**config.mk**
```make
export PLATFORM = sky130hd
export DESIGN_NAME = mmcm_drp_ctrl
export DESIGN_NICKNAME = d
export VERILOG_FILES = /design/src/rtl/mmcm_drp_pkg.sv /design/src/rtl/mmcm_drp_ctrl_sync_ff.sv /design/src/rtl/mmcm_drp_ctrl.sv
export SDC_FILE = /design/constraint.sdc
export NUM_CORES = 1
export LEC_CHECK = 0
export CAP_MARGIN = 20
export CORE_UTILIZATION = 39
export DETAILED_ROUTE_END_ITERATION = 12
export GPL_TIMING_DRIVEN = 0
export PLACE_DENSITY = 0.72
export SETUP_SLACK_MARGIN = 0.1
export SLEW_MARGIN = 20
export SYNTH_ARGS = -nofsm -noshare
export SYNTH_HDL_FRONTEND = slang
export SYNTH_HIERARCHICAL = 1
export SYNTH_SLANG_ARGS = --single-unit
```
**constraint.sdc**
```tcl
create_clock -name i_clk -period 2 [get_ports i_clk]
set_clock_uncertainty 0.2 [all_clocks]
set_input_delay 0.2 -clock i_clk [delete_from_list [all_inputs] [get_ports i_clk]]
set_output_delay 0.2 -clock i_clk [all_outputs]
set_load 0.05 [all_outputs]
```
**src/rtl/mmcm_drp_pkg.sv**
```systemverilog
// Shared types and constants for the MMCM DRP sequencer.
package mmcm_drp_pkg;

  localparam int DRP_AW = 7;
  localparam int DRP_DW = 16;

  localparam int DEF_RST_HOLD     = 8;
  localparam int DEF_DRDY_TIMEOUT = 64;
  localparam int DEF_LOCK_TIMEOUT = 65535;

  typedef enum logic [3:0] {
    ST_IDLE      = 4'd0,
    ST_RD_REQ    = 4'd1,
    ST_RD_WAIT   = 4'd2,
    ST_WR_RST    = 4'd3,
    ST_WR_REQ    = 4'd4,
    ST_WR_WAIT   = 4'd5,
    ST_RST_HOLD  = 4'd6,
    ST_LOCK_WAIT = 4'd7,
    ST_DONE      = 4'd8
  } state_e;

  // States during which the MMCM is held in reset for a write.
  function automatic logic is_rst_phase(input state_e s);
    logic v;
    case (s)
      ST_WR_RST, ST_WR_REQ, ST_WR_WAIT, ST_RST_HOLD: v = 1'b1;
      default:                                        v = 1'b0;
    endcase
    return v;
  endfunction

endpackage

```
**src/rtl/mmcm_drp_ctrl_sync_ff.sv**
```systemverilog
// Two-flop synchronizer for the asynchronous MMCM LOCKED input.
module sync_ff (
  input  logic i_clk,
  input  logic i_rst_n,
  input  logic i_d,
  output logic o_q
);

  logic r_meta;
  logic r_sync;

  // Capture the async input through two flops; reset clears both to 0.
  always_ff @(posedge i_clk) begin
    if (!i_rst_n) begin
      r_meta <= 1'b0;
      r_sync <= 1'b0;
    end else begin
      r_meta <= i_d;
      r_sync <= r_meta;
    end
  end

  assign o_q = r_sync;

endmodule

```
**src/rtl/mmcm_drp_ctrl.sv**
```systemverilog
// DRP sequencer: single register read/write, with writes wrapped in an
// MMCM reset and lock-reacquire sequence. Every accepted request ends in
// exactly one cfg_rdy pulse, including timed-out ones.
module mmcm_drp_ctrl
  import mmcm_drp_pkg::*;
#(
  parameter int RST_HOLD     = DEF_RST_HOLD,
  parameter int DRDY_TIMEOUT = DEF_DRDY_TIMEOUT,
  parameter int LOCK_TIMEOUT = DEF_LOCK_TIMEOUT
) (
  input  logic              i_clk,
  input  logic              i_rst_n,
  input  logic              i_cfg_ena,
  input  logic              i_cfg_wen,
  input  logic [DRP_AW-1:0] i_cfg_addr,
  input  logic [31:0]       i_cfg_wdata,
  output logic [31:0]       o_cfg_rdata,
  output logic              o_cfg_rdy,
  output logic              o_drp_den,
  output logic              o_drp_dwe,
  output logic [DRP_AW-1:0] o_drp_daddr,
  output logic [DRP_DW-1:0] o_drp_di,
  input  logic [DRP_DW-1:0] i_drp_do,
  input  logic              i_drp_drdy,
  output logic              o_mmcm_rst,
  input  logic              i_mmcm_locked,
  output logic              o_busy,
  output logic              o_err
);

  // Counter starts at 0 in the entry cycle, so "last" is limit-1.
  localparam logic [15:0] C_DRDY_LAST = 16'(DRDY_TIMEOUT - 1);
  localparam logic [15:0] C_HOLD_LAST = 16'(RST_HOLD - 1);
  localparam logic [15:0] C_LOCK_LAST = 16'(LOCK_TIMEOUT - 1);

  state_e              r_state;
  state_e              w_state_nxt;
  logic [15:0]         r_cnt;
  logic [DRP_AW-1:0]   r_addr;
  logic [DRP_DW-1:0]   r_wdata;
  logic [DRP_DW-1:0]   r_rdata;
  logic                r_den;
  logic                r_dwe;
  logic                r_mmcm_rst;
  logic                r_busy;
  logic                r_rdy;
  logic                r_err;
  logic                w_locked;
  logic                w_accept;
  logic                w_set_err;
  logic                w_ld_rdata;
  logic [DRP_DW-1:0]   w_rdata_nxt;
  logic                w_unused;

  // Upper write-data half is not part of the DRP word.
  assign w_unused = &{1'b0, i_cfg_wdata[31:16]};

  sync_ff u_lock_sync (
    .i_clk   (i_clk),
    .i_rst_n (i_rst_n),
    .i_d     (i_mmcm_locked),
    .o_q     (w_locked)
  );

  // Next-state and side-effect decode; DRDY wins over a same-cycle timeout.
  always_comb begin
    w_state_nxt = r_state;
    w_accept    = 1'b0;
    w_set_err   = 1'b0;
    w_ld_rdata  = 1'b0;
    w_rdata_nxt = {DRP_DW{1'b0}};
    case (r_state)
      ST_IDLE: begin
        if (i_cfg_ena) begin
          w_accept = 1'b1;
          if (i_cfg_wen) begin
            w_state_nxt = ST_WR_RST;
          end else begin
            w_state_nxt = ST_RD_REQ;
          end
        end else begin
          w_state_nxt = ST_IDLE;
        end
      end
      ST_RD_REQ: w_state_nxt = ST_RD_WAIT;
      ST_RD_WAIT: begin
        if (i_drp_drdy) begin
          w_state_nxt = ST_DONE;
          w_ld_rdata  = 1'b1;
          w_rdata_nxt = i_drp_do;
        end else if (r_cnt == C_DRDY_LAST) begin
          w_state_nxt = ST_DONE;
          w_ld_rdata  = 1'b1;
          w_set_err   = 1'b1;
        end else begin
          w_state_nxt = ST_RD_WAIT;
        end
      end
      ST_WR_RST: w_state_nxt = ST_WR_REQ;
      ST_WR_REQ: w_state_nxt = ST_WR_WAIT;
      ST_WR_WAIT: begin
        if (i_drp_drdy) begin
          w_state_nxt = ST_RST_HOLD;
        end else if (r_cnt == C_DRDY_LAST) begin
          w_state_nxt = ST_RST_HOLD;
          w_set_err   = 1'b1;
        end else begin
          w_state_nxt = ST_WR_WAIT;
        end
      end
      ST_RST_HOLD: begin
        if (r_cnt == C_HOLD_LAST) begin
          w_state_nxt = ST_LOCK_WAIT;
        end else begin
          w_state_nxt = ST_RST_HOLD;
        end
      end
      ST_LOCK_WAIT: begin
        if (w_locked) begin
          w_state_nxt = ST_DONE;
        end else if (r_cnt == C_LOCK_LAST) begin
          w_state_nxt = ST_DONE;
          w_set_err   = 1'b1;
        end else begin
          w_state_nxt = ST_LOCK_WAIT;
        end
      end
      ST_DONE: w_state_nxt = ST_IDLE;
      default: w_state_nxt = ST_IDLE;
    endcase
  end

  // State register and per-state saturating cycle counter.
  always_ff @(posedge i_clk) begin
    if (!i_rst_n) begin
      r_state <= ST_IDLE;
      r_cnt   <= 16'd0;
    end else begin
      r_state <= w_state_nxt;
      if (w_state_nxt != r_state) begin
        r_cnt <= 16'd0;
      end else if (r_cnt != 16'hFFFF) begin
        r_cnt <= r_cnt + 16'd1;
      end else begin
        r_cnt <= r_cnt;
      end
    end
  end

  // Registered outputs decoded from the next state, plus request latches.
  always_ff @(posedge i_clk) begin
    if (!i_rst_n) begin
      r_den      <= 1'b0;
      r_dwe      <= 1'b0;
      r_mmcm_rst <= 1'b0;
      r_busy     <= 1'b0;
      r_rdy      <= 1'b0;
      r_err      <= 1'b0;
      r_addr     <= {DRP_AW{1'b0}};
      r_wdata    <= {DRP_DW{1'b0}};
      r_rdata    <= {DRP_DW{1'b0}};
    end else begin
      r_den      <= (w_state_nxt == ST_RD_REQ) || (w_state_nxt == ST_WR_REQ);
      r_dwe      <= (w_state_nxt == ST_WR_REQ);
      r_mmcm_rst <= is_rst_phase(w_state_nxt);
      r_busy     <= (w_state_nxt != ST_IDLE);
      r_rdy      <= (w_state_nxt == ST_DONE);
      if (w_set_err) begin
        r_err <= 1'b1;
      end
      if (w_accept) begin
        r_addr  <= i_cfg_addr;
        r_wdata <= i_cfg_wdata[DRP_DW-1:0];
      end
      if (w_ld_rdata) begin
        r_rdata <= w_rdata_nxt;
      end
    end
  end

  assign o_cfg_rdata = {{(32-DRP_DW){1'b0}}, r_rdata};
  assign o_cfg_rdy   = r_rdy;
  assign o_drp_den   = r_den;
  assign o_drp_dwe   = r_dwe;
  assign o_drp_daddr = r_addr;
  assign o_drp_di    = r_wdata;
  assign o_mmcm_rst  = r_mmcm_rst;
  assign o_busy      = r_busy;
  assign o_err       = r_err;

endmodule

```
==> flow_summary.yaml, run 1 <==
# yosys + openroad results
power_and_ir_drop:
  switching_power_w: 0.00110
  peakVddDrop_uv: 393
  p_comb_frac: 0.282
die:
  dieWidth_um: 90.1
  core_um2: 7370
  die-area_um2: 8120
  pin_count: 122
  core_util_floorplan: 0.411
clock_network:
  cts.sinks: 67
  insertion_delay_ns: 0.35
  tritoncts: "yes"
  clockBufferDepth: 2
  clk_pin_slew_ns: 0.07
  clk_root_buffer_cell: "clkbuf_8"
final_layout:
  layout_top_cell: "nand2_1"
  design_area_um2: 4910
  drive_gt1_frac: 0.260
  syn2layout_area_growth_pct: 62.1
  lay_top_cells: "58 x nand2_1, 50 x dfxtp_1, 49 x clkdlybuf4s50_1, 36 x buf_4, 24 x a21boi_0"
  insertedDiodeCount: 0
worst_setup_path:
  worstPathMaxFanout: 6
  criticalPathCategory: "flop to flop"
  r2r-start: "r_cnt[11]$_SDFFE_PP0P_"
  max_stage_delay_ns: 0.42
  r2r_end: "r_cnt[2]$_SDFFE_PP0P_"
  worstSetupStartpointType: "flop"
  arrival_ns: 2.09
  crit_chain: "nor4_4, and4b_1, a31o_4, nor4_4, o21ai_4, buf_4, nor2_1"
  cp.required_ns: 2.04
placement:
  detailedPlace.worstSlack_ns: -0.215
  io_buffers: 89
  placed_area_um2: 4150
  gp_congestion: 0.851
detailed_routing:
  vias: 2870
logic_synthesis:
  xor_share: 0.0376
  synth_warnings: 6
  synthArstFlopShare: 0
  ys_area_um2: 3030
  top_logic_kind: "simple AND/OR/NAND/NOR gates"
  ff_type: "dfxtp_1"
  ys_cells: 346
  compound_area_frac: 0.174
  netlist.top_cell.by_area: "dfxtp_1"
  ys_seq_frac: 0.443
  edf_count: 0
status:
  status: "finished with violations"
  violations: "negative setup slack"
worst_hold_path:
  hold_end: "o_drp_di[8]$_SDFFE_PN0P_"
  hold_start: "i_cfg_wdata[8]"
  hold-path-cell-count: 3
timing:
  fin_crit_ns: 2.05
  drv_slew: 0
  worst_pin_slew_ns: 0.543
  whs_ns: 0.208
  clock.fmax_ghz: 0.488
  timing.slew.headroom: 0.639
  setup_viol: 15
  finalWorstSetupSlack_ns: -0.0511
  fin_crit_sh: 1.03
global_route:
  antenna_found_initial: 0
  grt_pass1_vias: 2896
flow_run:
  log.warning_count: 46
==> run 1: repair_timing <==
item	4_1_cts	5_1_grt
gates cloned	3	1
setup buffers	20	3
endpoints found under the setup margin	62	81
resized	83	46
pin swaps	20	7
==> run 1: critical path: cells and delay by family (launching register included) <==
family	cells	cell delay (ns)
and+or+nand+nor	4	0.80
buffers and inverters	1	0.17
AOI/OAI and AO/OA	2	0.43
DFF	1	0.35
==> run 1: state kept, by name, summed over array words and instances (netlist names) <==
signal	cells
o_mmcm_rst	1
o_drp_den	1
u_lock_sync/r_meta	1
o_err	1
o_drp_dwe	1
o_drp_daddr	7
o_drp_di	16
r_rdata	16
r_cnt	16
o_busy	1
u_lock_sync/o_q	1
o_cfg_rdy	1
r_state	4
==> run 1: power by group through the flow <==
stage	Combinational [W]	Sequential (W)	Clock (W)
after floorplan	0.000341	0.00169	0
after global placement	0.000829	0.00147	0
after detailed placement	0.000830	0.00148	0
after CTS	0.000942	0.00144	0.00109
after global routing	0.00105	0.00145	0.00117
final	0.000989	0.00144	0.00108
==> run 1: logic make-up after synthesis <==
kind of cell / Yosys count
DFF: 67
xor gates and xnor gates: 13
muxes: 1
AOI/OAI and AO/OA: 70
adders and majority gates: 2
buffers and inverters: 40
other: 1
and+or+nand+nor: 152
==> run 1: worst max path at each step <==
stage / from / endpoint / slack, ns
after floorplan: r_cnt[8]$_SDFFE_PP0P_ / r_rdata[1]$_SDFFE_PN0P_ / 0.09
after global placement: r_cnt[8]$_SDFFE_PP0P_ / o_drp_den$_SDFF_PN0_ / -0.24
after detailed placement: r_cnt[8]$_SDFFE_PP0P_ / r_rdata[2]$_SDFFE_PN0P_ / -0.21
after CTS: r_cnt[12]$_SDFFE_PP0P_ / r_cnt[4]$_SDFFE_PP0P_ / -0.05
after global routing: r_cnt[11]$_SDFFE_PP0P_ / r_cnt[4]$_SDFFE_PP0P_ / -0.14
final: r_cnt[11]$_SDFFE_PP0P_ / r_cnt[2]$_SDFFE_PP0P_ / -0.05
==> run 1: cell usage after synthesis, drive strengths merged (3+ instances only) <==
library cell / count
clkbuf: 13
and3: 6
o21a: 3
a22oi: 16
and2: 7
nor3: 3
nand3: 11
a21boi: 25
a31oi: 4
buf: 24
nor2b: 22
xnor2: 3
nand2: 59
nand4: 3
inv: 3
dfxtp: 67
nor4: 4
nor3b: 4
a21oi: 6
xor2: 10
nor2: 25
o21ai: 5
==> run 1: cell type report <==
class | instances | area [um^2]
Timing Repair Buffer | 116 | 1180
Sequential cell | 67 | 1380
Clock inverter | 1 | 5.00
Multi-Input combinational cell | 254 | 1740
Buffer | 37 | 287
Fill cell | 610 | 2460
Inverter | 3 | 11.3
Tap cell | 99 | 124
Clock buffer | 15 | 186
==> run 1: per-layer routing <==
metal	part of all wire	wire length (um)	GRT usage
met1	0.43	3500	0.241
met2	0.46	3710	0.323
met4	0.022	176	0.0793
met3	0.090	727	0.0931
met5	0	0	0
==> run 1: through the flow <==
| stage | setup TNS [ns] | utilization |
|---|---|---|
| final | -0.647 | 0.666 |
| after detailed placement | -4.34 | 0.563 |
| after floorplan | 0 | - |
| after global routing | -2.65 | 0.666 |
| after global placement | -5.78 | 0.563 |
| after CTS | -0.596 | 0.644 |
==> run_1/placement.png <==
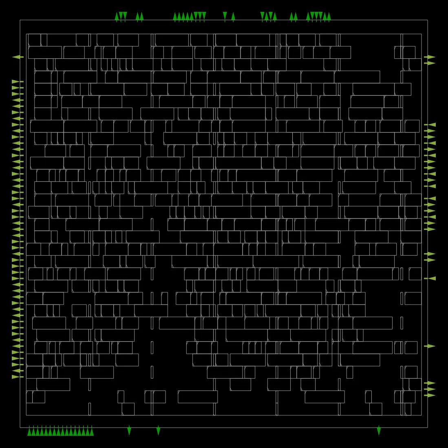
fill count: 610
Post-Route Utilization: 0.666
Non-Filler Instances: 592

==> run_1/layer_met3.png <==
(4 px per um)
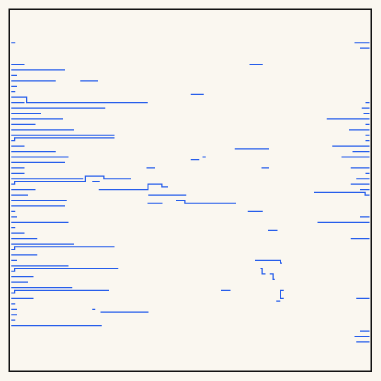
main direction: horizontal
share of all routed wire: 9.0%
longest straight run: 30.1 um
wire length on this layer: 727 um
nets with wire on the layer: 86

==> run_1/wires.png <==
(4 px per um) Only two layers are drawn.
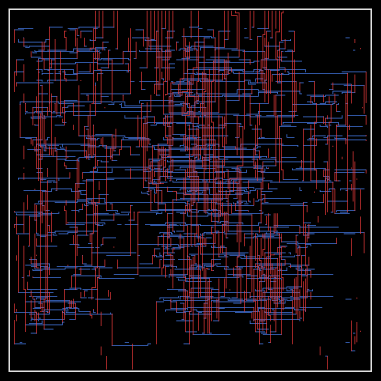
[metal 2] red | wire length: 3710 um
[metal 1] blue | wire length: 3500 um

==> run_1/placement_by_type.png <==
(3 px per um)
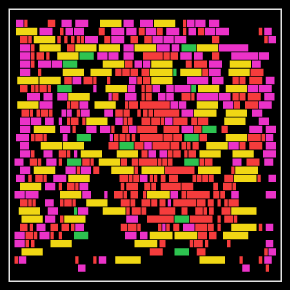
[other buffers and delay cells] magenta | cells: 153 | share of their area: 31%
[clock drivers and dummy loads] green | cells: 16 | share of their area: 4.0%
[combinational and other logic] red | cells: 257 | share of their area: 37%
[flops] yellow | cells: 67 | share of their area: 29%

==> run 1 -> run 2 <==
- GPL_ROUTABILITY_DRIVEN: default -> 0
- HOLD_SLACK_MARGIN: default -> 0.08
- PLACE_DENSITY: 0.72 -> 0.76
==> run_2/placement.png <==
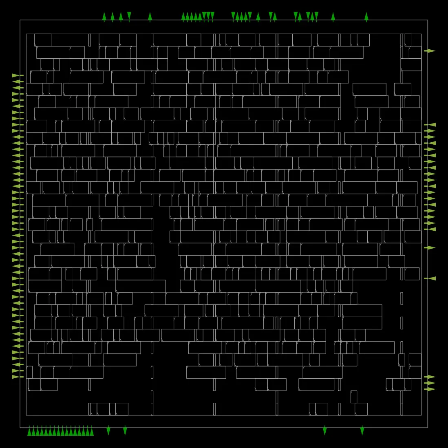
row count: 31
fill count: 582
Post-Route Utilization: 0.676
Seq/total area: 0.275

==> run_2/layer_met3.png <==
(4 px per um)
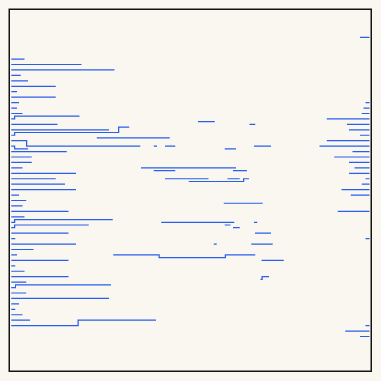
share of all routed wire: 9.9%
nets with wire on the layer: 90
main direction: horizontal
longest straight run: 28.3 um

==> run_2/placement_by_type.png <==
(3 px per um)
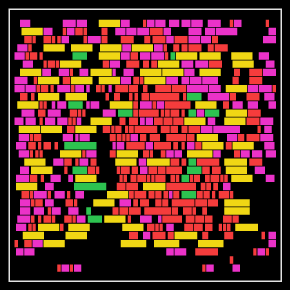
core area: 7370 um^2
Design Area, Final: 4980 um^2

==> flow_summary.yaml, run 2 <==
# yosys + openroad results
worst_setup_path:
  max_stage_delay_ns: 0.36
  worstPathMaxFanout: 7
  cp.required_ns: 2.05
  path_delay_family: "simple AND/OR/NAND/NOR gates"
  arrival_ns: 2.17
  criticalPathCategory: "flop to flop"
  crit_chain: "ha_4, nor3b_4, and2_4, a31o_4, nor4_4, o21ai_4, buf_4, nor3_2"
  worst-path-buf-inv: 1
  worstSetupStartpointType: "flop"
global_route:
  antenna_found_initial: 0
  grt_pass1_vias: 2729
  grt_usage: 0.199
  overflow: 0
die:
  pin_count: 122
  die-area_um2: 8120
  core_util_floorplan: 0.411
  dieWidth_um: 90.1
logic_synthesis:
  synth_flops: 67
  ys_seq_frac: 0.443
  ys_sh_simple: 0.258
  ys_area_um2: 3030
  top_cell: "dfxtp_1"
  top_logic_kind: "simple AND/OR/NAND/NOR gates"
  xor_share: 0.0376
  compound_area_frac: 0.174
  netlist.top_cell.by_area: "dfxtp_1"
  ys_cells: 346
  top_cells_by_count: "67 x dfxtp_1, 59 x nand2_1, 25 x a21boi_0, 25 x nor2_1, 22 x nor2b_1"
  ff_type: "dfxtp_1"
  synthArstFlopShare: 0
  synth_warnings: 6
detailed_routing:
  vias: 2884
  detail-route-antenna-nets: 0
  drt-wirelength-per-cell_um: 13.8
  dr.pass1.iters: 4
timing:
  drv_slew: 0
  tns_ns: -1.17
  fin_crit_sh: 1.06
  fin_crit_ns: 2.12
  worst_pin_slew_ns: 0.536
  clock.fmax_ghz: 0.472
  timing.slew.headroom: 0.642
  finalWorstSetupSlack_ns: -0.118
  setup_viol: 18
clock_network:
  cts.sinks: 67
  tritoncts: "yes"
  clk_pin_slew_ns: 0.08
  clk_root_buffer_cell: "clkbuf_8"
  clockBufferDepth: 2
  insertion_delay_ns: 0.34
power_and_ir_drop:
  peakVddDrop_uv: 531
placement:
  detailedPlace.worstSlack_ns: -0.264
  io_buffers: 89
final_layout:
  drive_gt1_frac: 0.274
  layout_top_cell: "nand2_1"
  insertedDiodeCount: 0
  fin_nets: 551
  syn2layout_area_growth_pct: 64.6
status:
  status: "finished with violations"
  violations: "negative setup slack"
[run 2: cell counts after synthesis]
Identical to the previous run, type by type.
[run 2: metrics by stage]
step | utilization | std cells | area (um^2) | hold WS, ns | power [W]
6_report | 0.676 | 592 | 4980 | 0.206 | 0.00364
5_1_grt | 0.676 | 592 | 4980 | 0.223 | 0.00381
4_1_cts | 0.642 | 580 | 4730 | 0.198 | 0.00362
3_5_place_dp | 0.563 | 549 | 4150 | 0.242 | 0.00231
3_3_place_gp | 0.563 | 549 | 4150 | 0.218 | 0.00230
2_1_floorplan | - | 361 | 3140 | 0.122 | 0.00203
[run 2: power breakdown]
part	switching (W)	internal, W
clock network	0.000524	0.000696
registers	0.0000368	0.00140
logic	0.000578	0.000406
[run 2: path summary, 6_finish.rpt]
check	startpoint	slack (ns)	endpoint	cells after the start
min reg2reg	u_lock_sync/r_meta$_SDFF_PN0_	0.25	u_lock_sync/o_q$_SDFF_PN0_	1
min	i_cfg_addr[1]	0.21	o_drp_daddr[1]$_SDFFE_PN0P_	3
max reg2reg	r_cnt[1]$_SDFFE_PP0P_	-0.12	r_cnt[14]$_SDFFE_PP0P_	8
max	r_cnt[1]$_SDFFE_PP0P_	-0.12	r_cnt[14]$_SDFFE_PP0P_	8
[run 2: worst reg2reg max path, stage by stage, from the launching register on]
cell and delay, ns:
dfxtp_4 0.36, ha_4 0.15, nor3b_4 0.16, and2_4 0.18
a31o_4 0.25, nor4_4 0.30, o21ai_4 0.15, buf_4 0.17
nor3_2 0.12
[run 2: what timing repair did]
action	4_1_cts	5_1_grt
pin swaps	34	14
cloned	1	2
endpoints found under the setup margin	58	79
setup buffers	14	10
gates resized	88	50
[run 2: per-layer routing]
layer	wire [um]	up-vias	GRT usage	share of wire
li1	-	1438	-	-
met1	3330	1322	0.234	0.41
met2	3900	112	0.319	0.48
met3	807	12	0.0761	0.099
met4	140	0	0.0927	0.017
met5	0	-	0	0
[run 2: logic make-up (layout without fill, tap and decap cells)]
logic type      Yosys count  after routing
compound gates           70             70
xor+xnor                 13             13
fa+ha+maj                 2              2
buf+inv                  40            172
flops                    67             67
mux                       1              1
other cells               1             16
simple gates            152            152
[run 2: cell type report]
| cell class | count | area [um^2] | share of cell area |
|---|---|---|---|
| Sequential cell | 67 | 1370 | 0.275 |
| Multi-Input combinational cell | 254 | 1800 | 0.362 |
| Clock buffer | 9 | 124 | 0.0248 |
| Tap cell | 99 | 124 | 0.0248 |
| Inverter | 3 | 11.3 | 0.00226 |
| Clock inverter | 7 | 92.6 | 0.0186 |
| Buffer | 37 | 290 | 0.0582 |
| Timing Repair Buffer | 116 | 1170 | 0.234 |
==> run 2 -> run 3 <==
- RECOVER_POWER: default -> 50
==> run_3/flops_by_reg.png <==
(6 px per um) Other sequential cells in the stronger grey, the rest of the logic in the fainter grey.
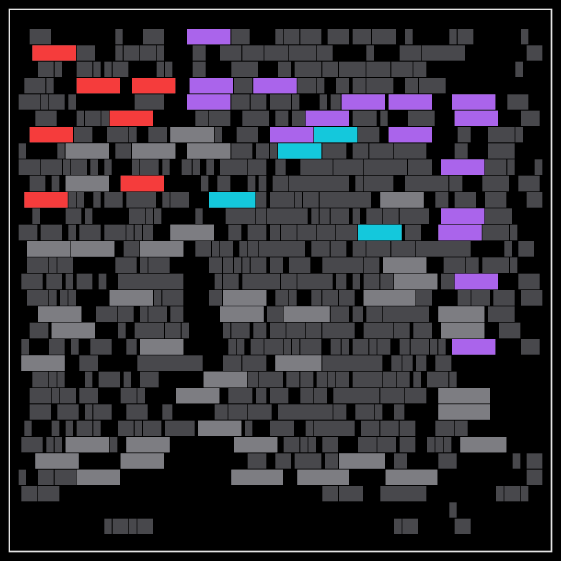
[`r_state`] cyan | placed flops: 4
[`o_drp_daddr`] red | placed flops: 7 | where: north-west
[`r_rdata`] purple | placed flops: 16
not coloured: 40

==> run_3/wires.png <==
(4 px per um) Only two layers are drawn.
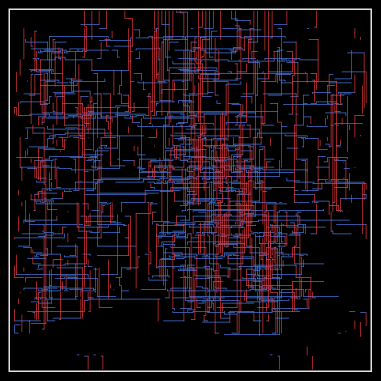
[metal 1] blue | wire length: 3360 um
[metal 2] red | wire length: 3860 um

==> run_3/placement_by_type.png <==
(3 px per um)
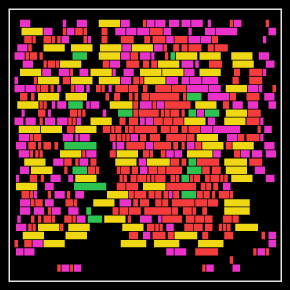
[flops] yellow | cells: 67 | share of their area: 29%
[clock drivers and dummy loads] green | cells: 16 | share of their area: 4.6%
[combinational and other logic] red | cells: 257 | share of their area: 39%
[other buffers and delay cells] magenta | cells: 153 | share of their area: 28%

==> flow_summary.yaml, run 3 <==
# yosys + openroad results
final_layout:
  syn2layout_area_growth_pct: 59.1
  insertedDiodeCount: 0
  layoutNonFillerInstCount: 592
  regArea_um2: 1370
  fin_nets: 551
  drive_gt1_frac: 0.274
  layout_top_cell: "nand2_1"
  lay_top_cells: "59 x nand2_1, 55 x dfxtp_1, 47 x clkdlybuf4s50_1, 34 x buf_4, 28 x clkbuf_1"
  design_area_um2: 4820
  logic_area_um2: 1800
  fillCellCount: 625
logic_synthesis:
  synth_flops: 67
  ys_cells: 346
  ys_sh_simple: 0.258
  netlist.top_cell.by_area: "dfxtp_1"
  top_logic_kind: "simple AND/OR/NAND/NOR gates"
  synthDominantCellAreaShare: 0.443
  top_cell: "dfxtp_1"
  ys_area_um2: 3030
  ff_type: "dfxtp_1"
  ys_seq_frac: 0.443
  synth_warnings: 6
  synthCells: 346
  compound_area_frac: 0.174
  edf_count: 0
  synthArstFlopShare: 0
  top_cells_by_count: "67 x dfxtp_1, 59 x nand2_1, 25 x a21boi_0, 25 x nor2_1, 22 x nor2b_1"
  xor_share: 0.0376
clock_network:
  insertion_delay_ns: 0.34
  clk_root_buffer_cell: "clkbuf_8"
  tritoncts: "yes"
  cts.sinks: 67
  clockBufferDepth: 2
  clk_pin_slew_ns: 0.08
timing:
  fin_crit_ns: 2.12
  drv_slew: 0
  finalWorstSetupSlack_ns: -0.117
  timing.slew.headroom: 0.578
  clock.fmax_ghz: 0.472
  setup_viol: 18
  worst_pin_slew_ns: 0.636
  rsz0062_at_grt: "true"
  fin_crit_sh: 1.06
global_route:
  grt_usage: 0.199
  overflow: 0
  grt_pass1_vias: 2729
  antenna_found_initial: 0
detailed_routing:
  vias: 2891
  drt_iter0_drc: 151
  dr.pass1.iters: 4
  detail-route-antenna-nets: 0
  highest_layer: "met4"
  drt-wirelength-per-cell_um: 13.8
  met1Wirelength_mm: 3.36
  route.met2.wl_mm: 3.86
  wl_mm: 8.20
  wl_met3_um: 801
power_and_ir_drop:
  peakVddDrop_uv: 531
worst_setup_path:
  worstSetupStartpointType: "flop"
  cp.required_ns: 2.05
  max_stage_delay_ns: 0.36
  arrival_ns: 2.17
  worst-path-buf-inv: 1
  crit_chain: "ha_4, nor3b_4, and2_4, a31o_4, nor4_4, o21ai_4, buf_4, nor3_2"
  cp-end-kind: "flop"
  path_delay_family: "simple AND/OR/NAND/NOR gates"
  worstPathMaxFanout: 7
  criticalPathCategory: "flop to flop"
die:
  pin_count: 122
  dieWidth_um: 90.1
  core_util_floorplan: 0.411
  rows: 31
  die-area_um2: 8120
  core_um2: 7370
  fp.dieH_um: 90.1
placement:
  io_buffers: 89
  placed_area_um2: 4150
  dpl.cell_count: 549
flow_run:
  log.warning_count: 46
status:
  violations: "negative setup slack"
  status: "finished with violations"
==> run 3: cell type report <==
cell class | instances | share of cell area
buffer | 37 | 0.0602
sequential | 67 | 0.285
tap | 99 | 0.0257
clock inverter | 7 | 0.0192
inverter | 3 | 0.00234
timing repair buffer | 116 | 0.208
multi-input combinational | 254 | 0.374
clock buffer | 9 | 0.0257
==> run 3: path summary, 6_finish.rpt <==
check	endpoint	cells after the start	startpoint	slack, ns
worst min-delay path	o_drp_daddr[1]$_SDFFE_PN0P_	3	i_cfg_addr[1]	0.21
worst max-delay path	r_cnt[14]$_SDFFE_PP0P_	8	r_cnt[1]$_SDFFE_PP0P_	-0.12
worst min register to register	u_lock_sync/o_q$_SDFF_PN0_	1	u_lock_sync/r_meta$_SDFF_PN0_	0.25
worst max register to register	r_cnt[14]$_SDFFE_PP0P_	8	r_cnt[1]$_SDFFE_PP0P_	-0.12
==> run 3: tightest hold or removal path, delay by kind of cell <==
family	cells	cell delay [ns]
buffers and inverters	1	0.39
AOI/OAI and AO/OA	1	0.06
and+or+nand+nor	1	0.05
==> run 3: cells by family (layout without fill, tap and decap cells) <==
group,after synthesis,in the layout
buffers and inverters,40,172
other,1,16
xor gates and xnor gates,13,13
AOI/OAI and AO/OA,70,70
and+or+nand+nor,152,152
muxes,1,1
adders and majority gates,2,2
DFF,67,67
==> run 3: metrics by stage <==
step,util,hold slack (ns),setup WS (ns),setup TNS [ns],total power [W]
6_report,0.654,0.205,-0.117,-1.13,0.00362
3_3_place_gp,0.563,0.218,-0.233,-5.70,0.00230
3_5_place_dp,0.563,0.242,-0.264,-6.33,0.00231
5_1_grt,0.654,0.223,-0.183,-3.99,0.00378
4_1_cts,0.642,0.198,-0.0533,-0.430,0.00362
2_1_floorplan,-,0.122,0.0856,0,0.00203
==> run 3: repair_timing <==
item                                    4_1_cts  5_1_grt
buffers inserted                             14       10
gates resized                                88       50
endpoints found under the setup margin       58       79
cloned                                        1        2
pin swaps                                    34       14
hold buffers                                  0        0
==> run 3: metal layers <==
layer,GRT usage,vias up
li1,-,1439
met1,0.234,1324
met2,0.319,114
met3,0.0761,14
met4,0.0927,0
met5,0,-
==> run 3: where the power goes <==
group / total [W] / internal, W / switching, W
clock network: 0.00122 / 0.000696 / 0.000522
registers: 0.00144 / 0.00140 / 0.0000377
logic: 0.000956 / 0.000377 / 0.000579
Power and IR drop assume default switching activity.
